--- src/rtl/key_matrix_scan_if.sv ---
// Scan-side and key-state signals of the keypad front end, bundled for the
// matrix scanner (slave) and whatever drives the strobe and reads the keys (master).
interface key_matrix_scan_if;
  logic       scan_tick;
  logic [2:0] row_n;
  logic [3:0] col_sel_n;
  logic [9:0] keynote;
  logic       key_event;

  modport master (
    output scan_tick,
    output row_n,
    input  col_sel_n,
    input  keynote,
    input  key_event
  );

  modport slave (
    input  scan_tick,
    input  row_n,
    output col_sel_n,
    output keynote,
    output key_event
  );
endinterface

--- src/rtl/key_matrix_scan.sv ---
// 4x3 active-low keypad scanner with frame debounce producing the 10-bit keynote vector.
// Optional macro SINGLE_KEY_EN: commit only the lowest-indexed held key (one-hot).
module key_matrix_scan #(
  parameter int unsigned DEBOUNCE_FRAMES = 3,
  parameter int unsigned CNT_W           = 3
) (
  input logic              clk,
  input logic              rst,
  key_matrix_scan_if.slave bus
);
  localparam int unsigned ROWS = 3;
  localparam int unsigned KEYS = 10;

  logic [ROWS-1:0] row_meta;
  logic [ROWS-1:0] row_sync;
  logic [ROWS-1:0] row;
  logic [1:0]      col;
  logic [1:0]      col_next;
  logic [3:0]      col_sel_q;
  logic [8:0]      raw;
  logic [KEYS-1:0] cand;
  logic [KEYS-1:0] frame;
  logic [KEYS-1:0] commit_src;
  logic [KEYS-1:0] commit_val;
  logic [KEYS-1:0] keynote_q;
  logic [CNT_W-1:0] cnt;
  logic            key_event_q;
  logic            stable;

  // Row returns are asynchronous to clk; idle (no key) is all ones.
  always_ff @(posedge clk or posedge rst) begin
    if (rst) begin
      row_meta <= '1;
      row_sync <= '1;
    end else begin
      row_meta <= bus.row_n;
      row_sync <= row_meta;
    end
  end

  assign row = ~row_sync;

  // Column 3 rows 1..2 are never stored; only row 0 (key 9) joins the frame.
  always_comb begin
    col_next   = col + 2'd1;
    frame      = {row[0], raw};
    stable     = (frame == cand) && (cnt >= CNT_W'(DEBOUNCE_FRAMES - 1));
    commit_src = (DEBOUNCE_FRAMES == 1) ? frame : cand;
`ifdef SINGLE_KEY_EN
    commit_val = commit_src & (~commit_src + KEYS'(1));
`else
    commit_val = commit_src;
`endif
  end

  always_ff @(posedge clk or posedge rst) begin
    if (rst) begin
      col         <= 2'd0;
      col_sel_q   <= 4'b0111;
      raw         <= '0;
      cand        <= '0;
      cnt         <= '0;
      keynote_q   <= '0;
      key_event_q <= 1'b0;
    end else begin
      key_event_q <= 1'b0;
      if (bus.scan_tick) begin
        col       <= col_next;
        col_sel_q <= ~(4'b1000 >> col_next);
        case (col)
          2'd0: raw[2:0] <= row;
          2'd1: raw[5:3] <= row;
          2'd2: raw[8:6] <= row;
          default: begin
            // Frame end: debounce against the candidate, commit once it has held long enough.
            if (frame != cand) begin
              cand <= frame;
              cnt  <= '0;
            end else if (cnt < CNT_W'(DEBOUNCE_FRAMES - 1)) begin
              cnt <= cnt + CNT_W'(1);
            end
            if ((DEBOUNCE_FRAMES == 1) || stable) begin
              keynote_q   <= commit_val;
              key_event_q <= |(commit_val & ~keynote_q);
            end
          end
        endcase
      end
    end
  end

  assign bus.col_sel_n = col_sel_q;
  assign bus.keynote   = keynote_q;
  assign bus.key_event = key_event_q;
endmodule

--- src/flat_wrapper.sv ---
// flat-port wrapper written by rule: the top's interface ports become plain ports
module key_matrix_scan_flat 
#(
  parameter int unsigned DEBOUNCE_FRAMES = 3,
  parameter int unsigned CNT_W           = 3
)
  (clk, rst, bus_scan_tick, bus_row_n, bus_col_sel_n, bus_keynote, bus_key_event);
  key_matrix_scan_if bus_i ();
  input logic clk;
  input logic rst;
  input wire logic [$bits(bus_i.scan_tick)-1:0] bus_scan_tick;
  input wire logic [$bits(bus_i.row_n)-1:0] bus_row_n;
  output wire logic [$bits(bus_i.col_sel_n)-1:0] bus_col_sel_n;
  output wire logic [$bits(bus_i.keynote)-1:0] bus_keynote;
  output wire logic [$bits(bus_i.key_event)-1:0] bus_key_event;
  assign bus_i.scan_tick = bus_scan_tick;
  assign bus_i.row_n = bus_row_n;
  assign bus_col_sel_n = bus_i.col_sel_n;
  assign bus_keynote = bus_i.keynote;
  assign bus_key_event = bus_i.key_event;
  key_matrix_scan #(.DEBOUNCE_FRAMES(DEBOUNCE_FRAMES), .CNT_W(CNT_W)) u_core (.clk(clk), .rst(rst), .bus(bus_i));
endmodule
--- config.mk ---
export PLATFORM = sky130hd
export DESIGN_NAME = key_matrix_scan_flat
export DESIGN_NICKNAME = d
export VERILOG_FILES = /design/src/rtl/key_matrix_scan_if.sv /design/src/rtl/key_matrix_scan.sv /design/src/flat_wrapper.sv
export SDC_FILE = /design/constraint.sdc
export NUM_CORES = 1
export LEC_CHECK = 0
export ABC_AREA = 1
export CAP_MARGIN = 40
export CORE_ASPECT_RATIO = 1.4
export CORE_MARGIN = 1.5
export CORE_UTILIZATION = 40
export CTS_CLUSTER_SIZE = 12
export DETAILED_ROUTE_END_ITERATION = 12
export SETUP_SLACK_MARGIN = 0.05
export SLEW_MARGIN = 20
export SYNTH_ARGS = -nofsm -noshare
export SYNTH_HDL_FRONTEND = slang
export SYNTH_SLANG_ARGS = --single-unit
--- constraint.sdc ---
create_clock -name clk -period 2.6 [get_ports clk]
set_input_delay 0.52 -clock clk [delete_from_list [all_inputs] [get_ports clk]]
set_output_delay 0.52 -clock clk [all_outputs]
set_load 0.02 [all_outputs]
==> flow_metrics.py <==
# Physical implementation metrics
metrics = {
    "sta": {
        "finalCriticalPeriod_ns": 1.95,
        "worst_slack_ns": 0.649,
        "slew_violations": 0,
        "slew_headroom_pct": 61.5,
        "hold_slack_ns": 0.358,
    },
    "power": {
        "pwr-share-comb_pct": 32.3,
        "clkPwrFrac_pct": 23.7,
        "maxPowerGroup": "sequential cells",
        "power_density_mw_per_mm2": 1070,
        "seqPwrFrac_pct": 44.0,
        "p_sw_share_pct": 36.2,
        "p_comb_mw": 0.837,
        "ir_drop_mv": 0.534,
        "p_total_mw": 2.59,
    },
    "global_routing": {
        "grt_remaining_overflow": 0,
        "grt_pass1_vias": 1522,
        "track_usage_pct": 15.6,
        "grt_max_degree": 46,
    },
    "place": {
        "post_dp_cell_area_mm2": 0.00230,
    },
    "run_status": {
        "status": "completed",
    },
    "clocking": {
        "hold_buffers": 0,
        "cts_setup_buffers": 0,
        "cts_sinks": 45,
        "path_clk_slew_ns": 0.08,
        "htree_num_levels": 2,
        "cts-buffers-inserted": 5,
        "clockRootBuffer": "clkbuf_8",
        "cts_resized": 0,
    },
    "logic_synthesis": {
        "synthCells": 221,
        "synth-seq-area-share_pct": 55.9,
        "syn_area_mm2": 0.00203,
        "yosysCellCount": 221,
    },
    "floorplanning": {
        "row_count": 30,
        "dieArea_mm2": 0.00553,
    },
    "worst_setup_path": {
        "crit_chain": "clkdlybuf4s50_1",
        "cp-start-kind": "flip-flop",
        "crit_path_max_fanout": 2,
        "rr_worst_depth": 6,
        "path_buffers": 1,
        "path_class": "flip-flop to output port",
        "cpLargestDelayFamily": "buffers and inverters",
    },
    "finish": {
        "area_delta_synth_final_pct": 19.6,
        "fin_area_mm2": 0.00243,
        "diodes": 0,
        "seq_area_mm2": 0.00114,
        "fin_nets": 257,
        "final_common_cell": "nand2_1",
        "lay_top_cells": "nand2_1, dfrtp_1, clkdlybuf4s50_1",
    },
    "routing": {
        "drt_iter0_drc": 32,
        "drc": 0,
    },
}
==> Yosys cell counts, drive strengths merged <==
master | instances | area, um^2
clkinv | 1 | 3.75
o21bai | 1 | 7.51
xnor2 | 4 | 35.0
nand2 | 77 | 304
o21a | 3 | 22.5
nor3 | 1 | 5.00
dfrtp | 36 | 901
xor2 | 2 | 17.5
nand4 | 11 | 68.8
buf | 4 | 35.0
o22ai | 2 | 12.5
a21boi | 2 | 15.0
inv | 21 | 78.8
nor4 | 1 | 6.26
a21oi | 3 | 22.5
dfstp | 9 | 236
a31o | 1 | 8.76
o21ai | 11 | 55.1
clkbuf | 3 | 11.3
nor2 | 11 | 51.3
nand3 | 11 | 60.1
ha | 6 | 75.1
==> cell families after synthesis <==
family / share of synthesized area (%)
xor+xnor: 2.58
compound gates: 7.08
flops: 55.9
buf+inv: 6.34
fa+ha+maj: 3.69
simple gates: 24.4
==> area by class of cell <==
| type | count | share of cell area (%) |
|---|---|---|
| sequential | 45 | 46.8 |
| multi-input combinational | 147 | 31.5 |
| timing repair buffer | 24 | 9.47 |
| inverter | 22 | 3.40 |
| tap | 64 | 3.29 |
| clock buffer | 5 | 2.83 |
| clock inverter | 3 | 2.68 |
==> path summary, 6_finish.rpt <==
path / from / end / slack [ns]
setup / recovery: u_core.bus.col_sel_n[1] / bus_col_sel_n[1] / 0.65
hold / removal: u_core.row_meta[2] / u_core.row_sync[2] / 0.36
setup reg to reg: u_core.cand[0] / u_core.bus.keynote[5] / 0.80
hold reg to reg: u_core.row_meta[2] / u_core.row_sync[2] / 0.36
max in group asynchronous: rst / u_core.bus.col_sel_n[0] / 1.56
min in group asynchronous: rst / u_core.cnt[0] / 0.66
Fig. 1: met1 routing
Bar = 20 um. Cells faint in the background.
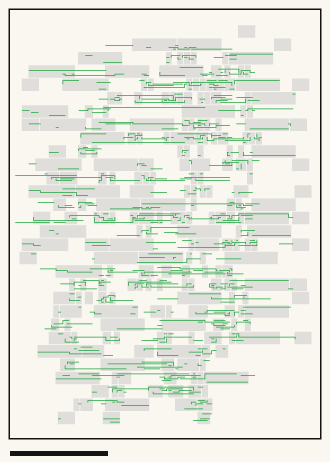
- nets with wire on the layer: 208
- longest straight run: 20.7 um
- main direction: horizontal
- wire length on this layer: 1540 um
- share of all routed wire: 43%
via count: 1493
met1 usage: 17.1%
drt total wl: 3.61 mm

Fig. 2: M2 wires
Bar = 20 um. Cells faint in the background.
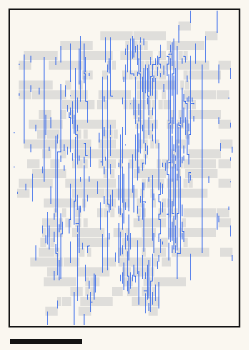
- longest straight run: 52.0 um
- nets with wire on the layer: 196
- main direction: vertical
met2 GRT Util: 29.5%

Fig. 3: metal 3
Bar = 20 um. Cells faint in the background.
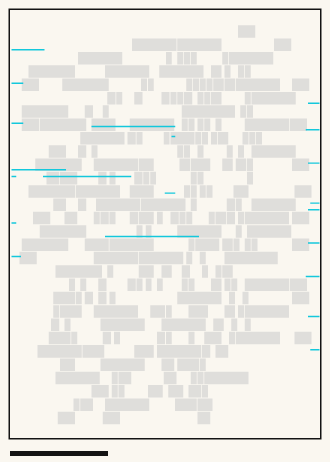
- nets with wire on the layer: 17
- share of all routed wire: 2.7%
- main direction: horizontal
- wire length on this layer: 98.4 um
GR Util met3: 3.23%

Fig. 4: pin map
Bar = 20 um. Pins as bars across the die edge, other pins in grey.
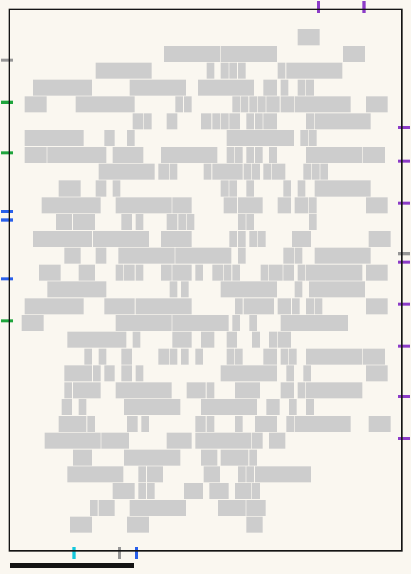
- cyan: rst (pins 1; direction input; edge bottom)
- green: bus_row_n (pins 3; direction input; edge left)
- purple: bus_keynote (pins 10; direction output; edge 8 right, 2 top)
- blue: bus_col_sel_n (pins 4; direction output; edge 3 left, 1 bottom)
- all pins by edge: 9 right, 7 left, 3 bottom, 2 top
Die Ht: 87.4 um
Chip Width: 63.3 um
IO buf count: 20

Fig. 5: track usage over the die
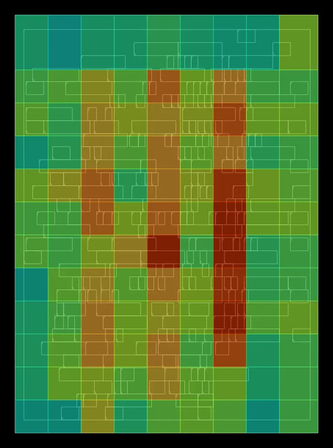
GRT busiest layer: met2
DR WL/cell: 11.6 um
end-of-flow core utilization: 49.8%

Power is estimated from default activity; no workload was simulated.
